### src/rtl/shift_add_mult_seq.sv
// Sequential unsigned shift-and-add multiplier reusing one WIDTH-bit ripple-carry adder.
// Optional macro ZERO_SKIP_EN: zero operands bypass the iteration loop and finish in one cycle.
module shift_add_mult_seq #(
    parameter  int WIDTH = 4,
    localparam int CNTW  = $clog2(WIDTH + 1)
) (
    input  logic                 clk,
    input  logic                 rst_n,
    input  logic                 start,
    input  logic [WIDTH-1:0]     a,
    input  logic [WIDTH-1:0]     b,
    output logic                 busy,
    output logic                 done,
    output logic [2*WIDTH-1:0]   p
);

    typedef enum logic [1:0] {
        IDLE = 2'd0,
        RUN  = 2'd1,
        DONE = 2'd2
    } state_t;

    state_t               r_state;
    logic [WIDTH-1:0]     r_mcand;
    logic [WIDTH-1:0]     r_acc;
    logic [WIDTH-1:0]     r_mplier;
    logic [CNTW-1:0]      r_count;
    logic [2*WIDTH-1:0]   r_p;
    logic                 r_busy;
    logic                 r_done;

    logic [WIDTH-1:0]     w_addend;
    logic [WIDTH-1:0]     w_sum;
    logic [WIDTH:0]       w_carry;
    logic                 w_cout;
    logic                 w_lastIter;
    logic                 w_zeroSkip;

    // Shared adder: a chain of full-adder cells with carry-in tied low.
    assign w_addend   = r_mplier[0] ? r_mcand : '0;
    assign w_carry[0] = 1'b0;

    genvar gi;
    generate
        for (gi = 0; gi < WIDTH; gi++) begin : g_fa
            assign w_sum[gi]       = r_acc[gi] ^ w_addend[gi] ^ w_carry[gi];
            assign w_carry[gi + 1] = (r_acc[gi] & w_addend[gi]) |
                                     (w_carry[gi] & (r_acc[gi] ^ w_addend[gi]));
        end
    endgenerate

    assign w_cout     = w_carry[WIDTH];
    assign w_lastIter = (r_count == CNTW'(WIDTH - 1));

`ifdef ZERO_SKIP_EN
    assign w_zeroSkip = (a == '0) || (b == '0);
`else
    assign w_zeroSkip = 1'b0;
`endif

    // Carry-out is shifted into acc's MSB so no product bit is ever dropped.
    always_ff @(posedge clk or negedge rst_n) begin
        if (!rst_n) begin
            r_state  <= IDLE;
            r_mcand  <= '0;
            r_acc    <= '0;
            r_mplier <= '0;
            r_count  <= '0;
            r_p      <= '0;
            r_busy   <= 1'b0;
            r_done   <= 1'b0;
        end else begin
            case (r_state)
                IDLE: begin
                    r_done <= 1'b0;
                    if (start) begin
                        if (w_zeroSkip) begin
                            r_state <= DONE;
                            r_p     <= '0;
                            r_busy  <= 1'b1;
                            r_done  <= 1'b1;
                        end else begin
                            r_state  <= RUN;
                            r_mcand  <= a;
                            r_mplier <= b;
                            r_acc    <= '0;
                            r_count  <= '0;
                            r_busy   <= 1'b1;
                        end
                    end else begin
                        r_busy <= 1'b0;
                    end
                end
                RUN: begin
                    r_acc    <= {w_cout, w_sum[WIDTH-1:1]};
                    r_mplier <= {w_sum[0], r_mplier[WIDTH-1:1]};
                    r_count  <= r_count + CNTW'(1);
                    if (w_lastIter) begin
                        r_state <= DONE;
                        r_p     <= {w_cout, w_sum, r_mplier[WIDTH-1:1]};
                        r_done  <= 1'b1;
                    end
                end
                DONE: begin
                    r_state <= IDLE;
                    r_busy  <= 1'b0;
                    r_done  <= 1'b0;
                end
                default: begin
                    r_state <= IDLE;
                    r_busy  <= 1'b0;
                    r_done  <= 1'b0;
                end
            endcase
        end
    end

    assign busy = r_busy;
    assign done = r_done;
    assign p    = r_p;

endmodule

### config.mk
export PLATFORM = sky130hd
export DESIGN_NAME = shift_add_mult_seq
export DESIGN_NICKNAME = d
export VERILOG_FILES = /design/src/rtl/shift_add_mult_seq.sv
export SDC_FILE = /design/constraint.sdc
export NUM_CORES = 1
export LEC_CHECK = 0
export CAP_MARGIN = 10
export CELL_PAD_IN_SITES_DETAIL_PLACEMENT = 1
export CELL_PAD_IN_SITES_GLOBAL_PLACEMENT = 1
export CORE_UTILIZATION = 46
export CTS_BUF_LIST = sky130_fd_sc_hd__clkbuf_2
export DETAILED_ROUTE_END_ITERATION = 8
export GPL_ROUTABILITY_DRIVEN = 0
export MAX_ROUTING_LAYER = met4
export PLACE_DENSITY = 0.94
export SLEW_MARGIN = 20
export SYNTH_ARGS = -nofsm -noshare
export SYNTH_HDL_FRONTEND = slang
export SYNTH_SLANG_ARGS = --single-unit
export TNS_END_PERCENT = 5
### constraint.sdc
create_clock -name clk -period 4.6 [get_ports clk]
set_clock_uncertainty 0.05 [all_clocks]
set_input_delay 0.92 -clock clk [delete_from_list [all_inputs] [get_ports clk]]
set_output_delay 0.92 -clock clk [all_outputs]
set_load 0.02 [all_outputs]
Figure 1. Register map, names as in the netlist.
The bar under the picture is 20 um long. Other sequential cells in the stronger grey, the rest of the logic in the fainter grey.
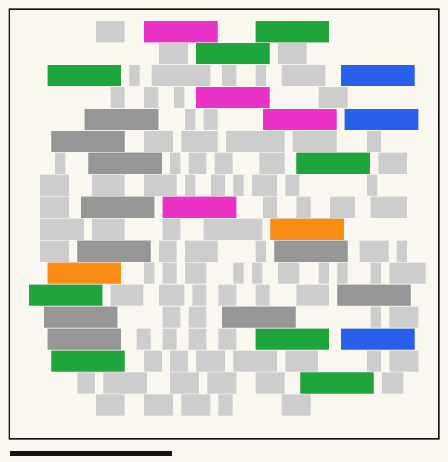
[`r_acc`] magenta | placed flops: 4 | where: north
[`r_count`] blue | placed flops: 3
[`p`] green | placed flops: 8
[`r_state`] orange | placed flops: 2
core utilization of the finished layout: 58.3%
sequential-cell power consumption: 436 uW

Figure 2. I/O nets highlighted.
The bar under the picture is 20 um long.
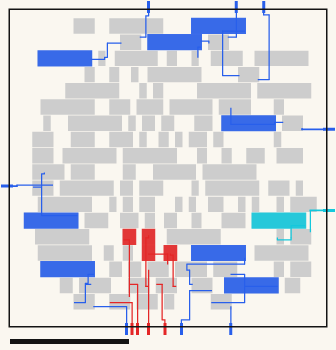
[`b`] red | direction: input | end cells: 4 | wire: 63.4 um
[`p`] blue | direction: output | end cells: 8 | wire: 152 um
[`done`] cyan | direction: output | end cells: 1 | wire: 13.1 um
number of top-level pins: 21
quantity of I/O buffers inserted on ports: 20

Figure 3. Cell placement.
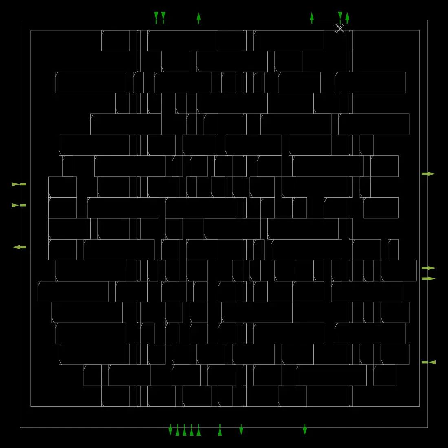
count of flip-flops and latches: 27
Core Footprint: 2480 um2

Figure 4. Cell density map.
The bar under the picture is 20 um long. The die is cut into 11 by 11 equal tiles; white is low, dark blue is high, 0 to 100% covered.
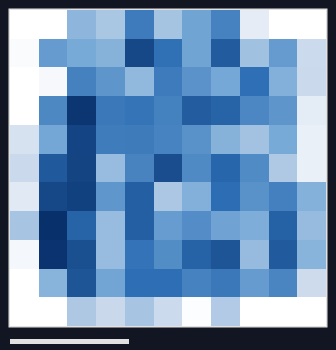
emptiest ninth of the die: north-west
nearly empty tiles: 11%
fullest tile: 100%
mean over tiles: 50%
tiles over 75% full: 21%

Figure 5. Power grid.
The bar under the picture is 20 um long. Pins as bars on the die edge. Tap cells in grey.
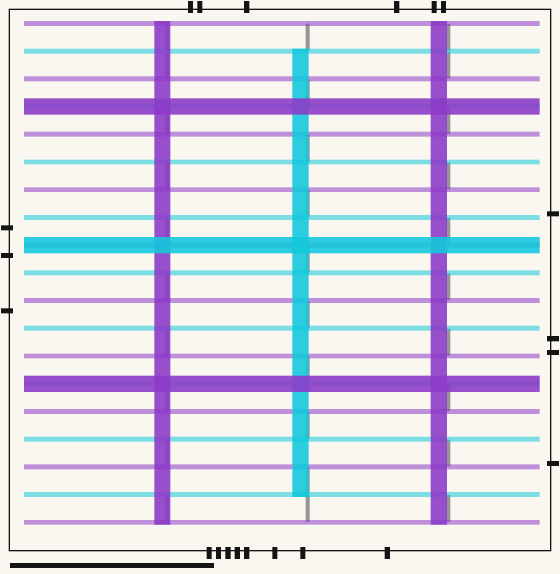
[VSS] purple
[VDD] cyan
tap cells: 30
rows: 18
VDD IR max: 0.000390 V
Die X: 53.0 um

==> deck_impl_summary.md <==
Physical Implementation Snapshot

Outcome
  • Outcome: complete, but fails checks
  • Failing checks: DRC

Final timing
  • Max frequency: 411 MHz
  • Max Slew Vio Count: 0
  • Final setup violating endpoints: 0
  • Smallest setup slack after layout: 2160 ps
  • Fin crit period: 2440 ps
  • Setup repair after global routing missed its margin: false
  • Slew of the pin with the lowest slew margin: 552 ps

Floorplanning
  • Row cnt: 18
  • Initial core utilization: 48.3%

Critical path
  • Worst setup SP type: flop
  • Critical path capture point type: flop
  • Arrival time at the worst endpoint: 2670 ps
  • Critical-path top delay cell: dfrtp_1
  • Most common cell on crit path: fa_1
  • Number of cells traversed by the worst register-to-register path: 7
  • Number of logic stages on the critical path including buffering: 7
  • Reg2Reg Launch Point: r_mplier[0]
  • Data required time at the worst endpoint: 4830 ps
  • CP Buf/Inv Count: 1

Pwr
  • Share of total power in the clock network: 8.6%
  • Share of power burned in combinational logic: 49.6%
  • Switching Share: 39.1%
  • Reported clock group power: 89.5 uW

Finish
  • Final net count: 136
  • Commonest Layout Cell: dfrtp_1
  • Multi-input combinational cell area: 482 um2
  • Filler instances: 277
  • Most area-hungry cell class in the final design: registers
  • Multi-input combinational area share: 33.3%
  • Layout cells sized above 1: 15.3%
  • Clock tree cell share of total cell area: 1.39%
  • Non-Clock Inverter Count: 6
  • Non-clock buffer area fraction after layout: 14.4%
  • Sequential Area: 676 um2
  • Max FFs per register: 8

Logic synthesis
  • Number of enable-type register cells in the synthesized netlist: 0
  • Top-count cell post-synth: dfrtp_1
  • Per-instance average area after synthesis: 12.6 um2
  • Area fraction in full adders, half adders and majority gates: 8.16%
  • Main synth FF type: dfrtp_1
  • # Cells Yosys: 95
  • Mapped cell area: 1200 um2
  • Area of the synthesized netlist per yosys stat: 1200 um2
  • Compound-cell area share of the yosys netlist: 12.0%
  • Share of the synthesized area in the top cell type: 56.5%

CTS
  • Post-cts repair resize count: 0
  • CTS Buf Count: 3
  • Clock latency on the worst-skew pair: 340 ps
  • Clock transition at path regs: 240 ps

Drt
  • Sum of met2 wire segment lengths after detailed routing: 1.23 mm
  • Routed wirelength normalized by instance count: 16.3 um
  • Post-Route WL: 2.41 mm
  • Violation count after the first detailed-route iteration: 16
  • Detailed route wirelength on metal3: 95 um
  • Number of nets still failing antenna checks after routing: 0
  • Number of optimization iterations in the first detailed-route pass: 6
  • Routed length on met1: 1.09 mm
  • Detailed-route via count: 805
  • Highest metal layer used by the detailed router: met3
  • Post-route DRC: 2

Global routing
  • Fraction of met3 tracks used by global routing: 3.45%
  • GRT busiest layer: met2
  • Met2 global-route usage: 34.8%
  • Number of antenna violations at the first check in global routing: 0
  • GRT overflow: 0
  • Maximum number of pins on one net before global-route repair: 28

Job
  • Number of warning messages in the logs: 26
  • Max Cap Violations: 0

Worst hold path
  • Worst Hold Path EP: p[6]
  • Hold_sp: p[6]
  • Worst Hold Depth: 2

Placed design
  • Dpl cell area: 1430 um2
No activity file was given, so power comes from the tool's default toggle rates.
